File: src/rtl/neptune_demux_pkg.sv
// Shared definitions for the Neptune I 1-to-4 demultiplexer.
// Contents: channel index constants, channel count, and a select-to-one-hot
// decoder used to turn the 2-bit destination select into per-slot strobes.
package neptune_demux_pkg;

   localparam int NUM_CH = 4;

   localparam logic [1:0] CH_A = 2'd0;
   localparam logic [1:0] CH_B = 2'd1;
   localparam logic [1:0] CH_C = 2'd2;
   localparam logic [1:0] CH_D = 2'd3;

   // Decode a destination select into a one-hot slot mask (bit0=A ... bit3=D).
   function automatic logic [NUM_CH-1:0] sel_onehot(input logic [1:0] sel);
      logic [NUM_CH-1:0] oh;
      case (sel)
         CH_A:    oh = 4'b0001;
         CH_B:    oh = 4'b0010;
         CH_C:    oh = 4'b0100;
         CH_D:    oh = 4'b1000;
         default: oh = 4'b0000;
      endcase
      return oh;
   endfunction

endpackage

File: src/rtl/demux_out_slot.sv
// Single-entry output slot of the 1-to-4 demultiplexer.
// Ports:
//   clk, rst_n   - clock, asynchronous active-low reset
//   flush        - synchronous clear of the valid flag (data is kept)
//   load         - capture load_data this edge and mark the slot valid
//   load_data    - word to capture
//   ready        - downstream consumer ready
//   valid, data  - registered slot outputs
module demux_out_slot
   import neptune_demux_pkg::*;
#(
   parameter int width = 16
) (
   input  logic             clk,
   input  logic             rst_n,
   input  logic             flush,
   input  logic             load,
   input  logic [width-1:0] load_data,
   input  logic             ready,
   output logic             valid,
   output logic [width-1:0] data
);

   logic             valid_r;
   logic [width-1:0] data_r;

   // Slot state: flush beats load, load beats drain; data is only written on
   // load so a drained or flushed slot keeps showing its last word.
   always_ff @(posedge clk or negedge rst_n) begin
      if (!rst_n) begin
         valid_r <= 1'b0;
         data_r  <= {width{1'b0}};
      end else if (flush) begin
         valid_r <= 1'b0;
      end else if (load) begin
         valid_r <= 1'b1;
         data_r  <= load_data;
      end else if (ready) begin
         valid_r <= 1'b0;
      end else begin
         valid_r <= valid_r;
      end
   end

   assign valid = valid_r;
   assign data  = data_r;

endmodule

File: src/rtl/demux_1_to_4_reg.sv
// Registered 1-to-4 demultiplexer (Neptune I v3.0).
// Routes each accepted input word to one of four single-entry slots A..D
// selected by in_sel, or to all four at once when in_bcast is set.
// Ports:
//   clk, rst_n            - clock, asynchronous active-low reset
//   flush                 - synchronous clear of all slot valids, blocks input
//   in_valid/in_ready     - input handshake (in_ready is combinational)
//   in_sel, in_bcast      - destination select / broadcast request
//   in_data               - input word
//   out_valid/out_ready   - per-slot handshake, bit0=A ... bit3=D
//   a_out..d_out          - registered slot data
module demux_1_to_4_reg
   import neptune_demux_pkg::*;
#(
   parameter int width = 16
) (
   input  logic             clk,
   input  logic             rst_n,
   input  logic             flush,
   input  logic             in_valid,
   output logic             in_ready,
   input  logic [1:0]       in_sel,
   input  logic             in_bcast,
   input  logic [width-1:0] in_data,
   output logic [3:0]       out_valid,
   input  logic [3:0]       out_ready,
   output logic [width-1:0] a_out,
   output logic [width-1:0] b_out,
   output logic [width-1:0] c_out,
   output logic [width-1:0] d_out
);

   logic [NUM_CH-1:0] can_load_s;
   logic [NUM_CH-1:0] target_s;
   logic [NUM_CH-1:0] load_s;
   logic              in_ready_s;
   logic [width-1:0]  slot_data_s [NUM_CH];

   // A slot can take a word when empty or when its current word leaves this cycle.
   assign can_load_s = ~out_valid | out_ready;

   // Handshake and load strobes. Broadcast needs every slot free so that it is
   // never split across cycles. Strobes are gated by in_valid, so an unknown
   // select while idle cannot disturb any slot.
   always_comb begin
      target_s   = {NUM_CH{1'b0}};
      in_ready_s = 1'b0;
      load_s     = {NUM_CH{1'b0}};

      if (in_bcast) begin
         target_s = {NUM_CH{1'b1}};
      end else begin
         target_s = sel_onehot(in_sel);
      end

      if (!rst_n || flush) begin
         in_ready_s = 1'b0;
      end else if (in_bcast) begin
         in_ready_s = &can_load_s;
      end else begin
         in_ready_s = |(can_load_s & target_s);
      end

      if (in_valid && in_ready_s) begin
         load_s = target_s;
      end else begin
         load_s = {NUM_CH{1'b0}};
      end
   end

   assign in_ready = in_ready_s;

   for (genvar i = 0; i < NUM_CH; i++) begin : g_slot
      demux_out_slot #(
         .width(width)
      ) u_slot (
         .clk       (clk),
         .rst_n     (rst_n),
         .flush     (flush),
         .load      (load_s[i]),
         .load_data (in_data),
         .ready     (out_ready[i]),
         .valid     (out_valid[i]),
         .data      (slot_data_s[i])
      );
   end

   assign a_out = slot_data_s[CH_A];
   assign b_out = slot_data_s[CH_B];
   assign c_out = slot_data_s[CH_C];
   assign d_out = slot_data_s[CH_D];

endmodule

File: config.mk
export PLATFORM = sky130hd
export DESIGN_NAME = demux_1_to_4_reg
export DESIGN_NICKNAME = d
export VERILOG_FILES = /design/src/rtl/neptune_demux_pkg.sv /design/src/rtl/demux_out_slot.sv /design/src/rtl/demux_1_to_4_reg.sv
export SDC_FILE = /design/constraint.sdc
export NUM_CORES = 1
export LEC_CHECK = 0
export ABC_CLOCK_PERIOD_IN_PS = 2000
export CAP_MARGIN = 5
export CORE_ASPECT_RATIO = 0.6
export CORE_UTILIZATION = 40
export DETAILED_ROUTE_END_ITERATION = 10
export GPL_TIMING_DRIVEN = 0
export PLACE_DENSITY_LB_ADDON = 0.15
export RECOVER_POWER = 100
export SETUP_SLACK_MARGIN = 0.2
export SLEW_MARGIN = 5
export SYNTH_ARGS = -nofsm -noshare
export SYNTH_HDL_FRONTEND = slang
export SYNTH_SLANG_ARGS = --single-unit
File: constraint.sdc
create_clock -name clk -period 2 [get_ports clk]
set_input_delay 0.6 -clock clk [delete_from_list [all_inputs] [get_ports clk]]
set_output_delay 0.6 -clock clk [all_outputs]
set_load 0.01 [all_outputs]
**Zoomed window**

Region (66, 1) to (96, 31) um. Cells in grey, sequential cells in the stronger grey; small squares are vias.
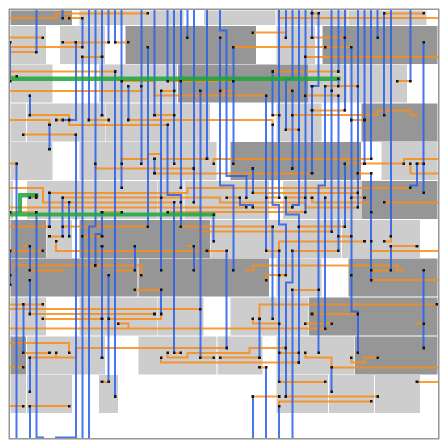
legend:
  green:
    layer: M3
  blue:
    layer: M2
  orange:
    layer: M1
cells with their middle in the window: 44
most frequent: dfrtp_1 (12), mux2_4 (10), dlygate4sd2_1 (7)
netlist names of flops here include: g_slot.u_slot.data (10), g_slot.u_slot.valid (2)
sequential cells in the window: 12

**Clock wiring as the flow saved it**

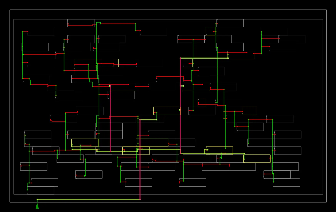
number of buffers added by the clock tree synthesis step: 9
number of sinks driven by the clock tree: 68

==> summary.txt <==
impl run done, here's what came out: mapped cell area approximately 2700 um2, setup skew after layout between 0.007 and 0.008 ns, number of DRC violations after detailed routing 0, nature of the critical path startpoint primary input, cell type with the largest total area dfrtp_1, tally of max-capacitance violations 0, Floorplan Core Area ~6300 um2, clock-pin slew on the worst setup and hold paths 0.06 ns, layer with the highest usage after global routing met2, time the worst path needs with I/O delays and setup 2.24 ns, measured slew at the worst slew-check pin 1.37 ns, FFs w/ async S/R, synth 100%, routing usage on met3 between 7 and 8%, RR Endpoint g_slot[1].u_slot.data[13]$_DFFE_PN0P_, Iter 0 DRT Violations 61, violations in the final reports negative setup slack, boundary pin count 96, number of synthesized flops with an enable pin 0, top cells by area dfrtp_1, mux2_2, mux2_4, Worst Path Required ~1.4 ns, effective utilization at floorplan 42.9%, Worst VDD drop approximately 0.68 mV, Power Density 1020 nW/um2, Antenna diodes 0, routed vias 1996, crit-path max FO 4, chip area in the Yosys report about 2700 um2, via count of the first global-routing pass roughly 2200, Global Route met2 Usage slightly below 40%, run status finished with violations, Detail Route Antenna Nets 0, tightest slew margin relative to the limit 8.29%, die outline area 7140 um2, global routing usage on met1 34.9%, signal arrival time at the worst endpoint approximately 1.6 ns, vias per inst 5.04, Detail Placement HPWL ~4300 um, detailed-routing iteration count for the pre-antenna-repair pass 4, Worst Setup End Kind output port, average size of a mapped cell 16.4 um2, Synth Instances 166, Max H-tree Level 3, aggregate global routing overflow 0, Final Max Slew Viols 0, nets 334, RSZ-0062 raised after global routing yes, endpoints failing setup approximately 57, Max-area cell share 62.6%, Final Cycle Share 112%, Net Count, Synth slightly below 200, worst reg2reg path depth 9, wire length of the first global-routing pass roughly 13000 um, worst-case clock buffer depth 2, Distinct lib cells used 21, Syn-to-layout area delta 80.1%, total track usage 25.3%, path type of the worst setup path primary input to output port, #FFs+latches synth 68, Rows 22, smallest setup slack after layout -0.243 ns, count of buffers inserted at the top-level ports 94, maximum number of pins on one net before global-route repair 31, share of final-layout standard cells stronger than drive strength 1 47.8%, leakage power figure between 2 and 3 nW, clock tree from TritonCTS built, cell at the root of the clock tree clkbuf_16, hold violation total from the final report 0, number of warning messages in the yosys log 0
**Register map, names as in the netlist**

The bar under the picture is 20 um long.
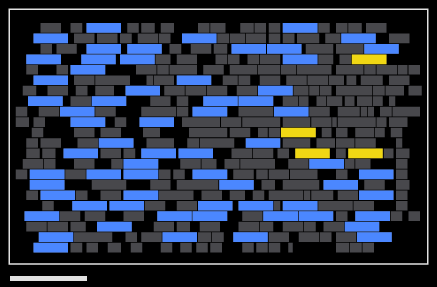
legend:
  yellow:
    name_in_the_netlist: g_slot.u_slot.valid
    sequential_cells: 4
    where: middle right
  blue:
    name_in_the_netlist: g_slot.u_slot.data
    sequential_cells: 64
    where: all over the die

**Cell sizes after repair**

The bar under the picture is 20 um long.
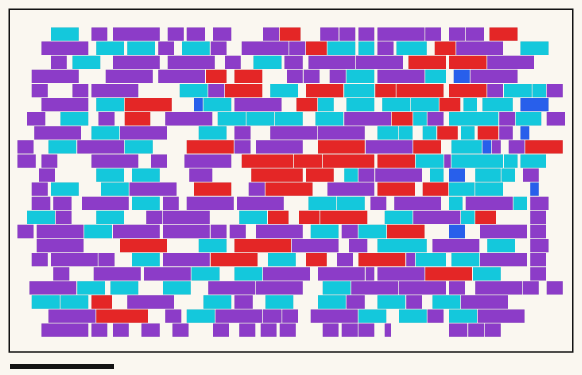
legend:
  blue:
    size: x2
    cells: 8
    share: 2.6%
    most_used: buf_2
  red:
    size: x6 and larger
    cells: 47
    share: 15%
    most_used: buf_6
  purple:
    size: x1 and smaller
    cells: 163
    share: 52%
    most_used: dlygate4sd2_1
  cyan:
    size: x3 and x4
    cells: 94
    share: 30%
    most_used: mux2_4
layout buffer count excluding clock buffers: 139
Final Cell Area: 4900 um2

==> registers in the layout, indices dropped and copies added (netlist names) <==
signal and cells:
g_slot.u_slot.data 64, g_slot.u_slot.valid 4
==> critical path: stages <==
cell and delay [ns]:
buf_6 0.11, and2b_2 0.26, o21ai_4 0.07, and3_4 0.19, nor4b_2 0.23, buf_2 0.18
==> cell families (layout without fill, tap and decap cells) <==
logic type             Yosys count  count (layout)  synth area share (%)
AOI/OAI and AO/OA               13              13                  4.19
buffers and inverters           10             156                  3.08
DFF                             68              68                  62.6
and+or+nand+nor                 11              11                  2.67
muxes                           64              64                  27.5
==> cell usage in the layout (no fill, tap or decap), types with 2 or more instances in the layout <==
cell type / netlist / layout
and2b_2: 0 / 2
clkinv_4: 0 / 2
buf_4: 4 / 8
clkbuf_4: 0 / 4
clkbuf_8: 0 / 2
dfrtp_1: 68 / 68
clkdlybuf4s15_1: 0 / 2
clkbuf_16: 0 / 10
clkdlybuf4s50_1: 0 / 16
buf_6: 4 / 15
buf_16: 0 / 4
buf_12: 0 / 9
dlygate4sd2_1: 0 / 70
o21ai_1: 1 / 2
o21ai_4: 0 / 5
buf_8: 0 / 5
nand2b_4: 0 / 4
buf_2: 1 / 3
mux2_4: 7 / 64
==> routing by layer <==
layer,vias to the layer above,wire length [um]
li1,875,-
met1,1052,3980
met2,61,3810
met3,8,444
met4,0,82
met5,-,0
==> final cells by class <==
| class | count | share of cell area (%) |
|---|---|---|
| timing repair buffer | 130 | 27.8 |
| multi-input combinational | 88 | 26.5 |
| clock buffer | 11 | 5.16 |
| clock inverter | 5 | 1.23 |
| buffer | 9 | 2.35 |
| sequential | 68 | 34.8 |
| inverter | 1 | 0.0767 |
| tap | 84 | 2.15 |
==> through the flow <==
step	cells	hold WS, ns	cell area [um2]	setup TNS (ns)	power, mW
floorplan	166	0.304	2780	-7.47	2.45
global placement	344	0.486	3830	-354.05	3.29
detailed placement	345	0.446	3850	-54.30	3.33
CTS	393	0.118	4870	-0.835	5.00
global route	396	0.0793	4900	-6.71	5.22
finish	396	0.0872	4900	-4.74	5.01
==> repair_timing <==
item	CTS	global route
resized	187	13
endpoints found under the hold margin	0	0
setup buffers	26	3
pin swaps	5	2
setup endpoints to repair	137	68
gates cloned	6	0
==> power breakdown <==
group,internal [mW],switching [mW],total (mW)
combinational,0.906,0.574,1.48
clock,1.03,0.591,1.63
sequential,1.72,0.189,1.91
==> worst max path at each step <==
stage | end | slack [ns] | from | depth (start not counted)
floorplan | g_slot[3].u_slot.data[10]$_DFFE_PN0P_ | -0.19 | in_bcast | 7
global placement | g_slot[3].u_slot.data[8]$_DFFE_PN0P_ | -3.30 | rst_n | 6
detailed placement | in_ready | -1.13 | in_sel[0] | 6
CTS | in_ready | -0.19 | in_sel[0] | 6
global route | in_ready | -0.27 | in_sel[0] | 6
finish | in_ready | -0.24 | in_sel[1] | 6
==> cells in the mapped netlist, types with 2 or more instances <==
master	count
dfrtp_1	68
nand2b_1	4
mux2_4	7
mux2_2	57
o21ai_0	5
o21ai_2	3
buf_6	4
buf_4	4
and2b_1	2
No activity file was given, so power comes from the tool's default toggle rates.
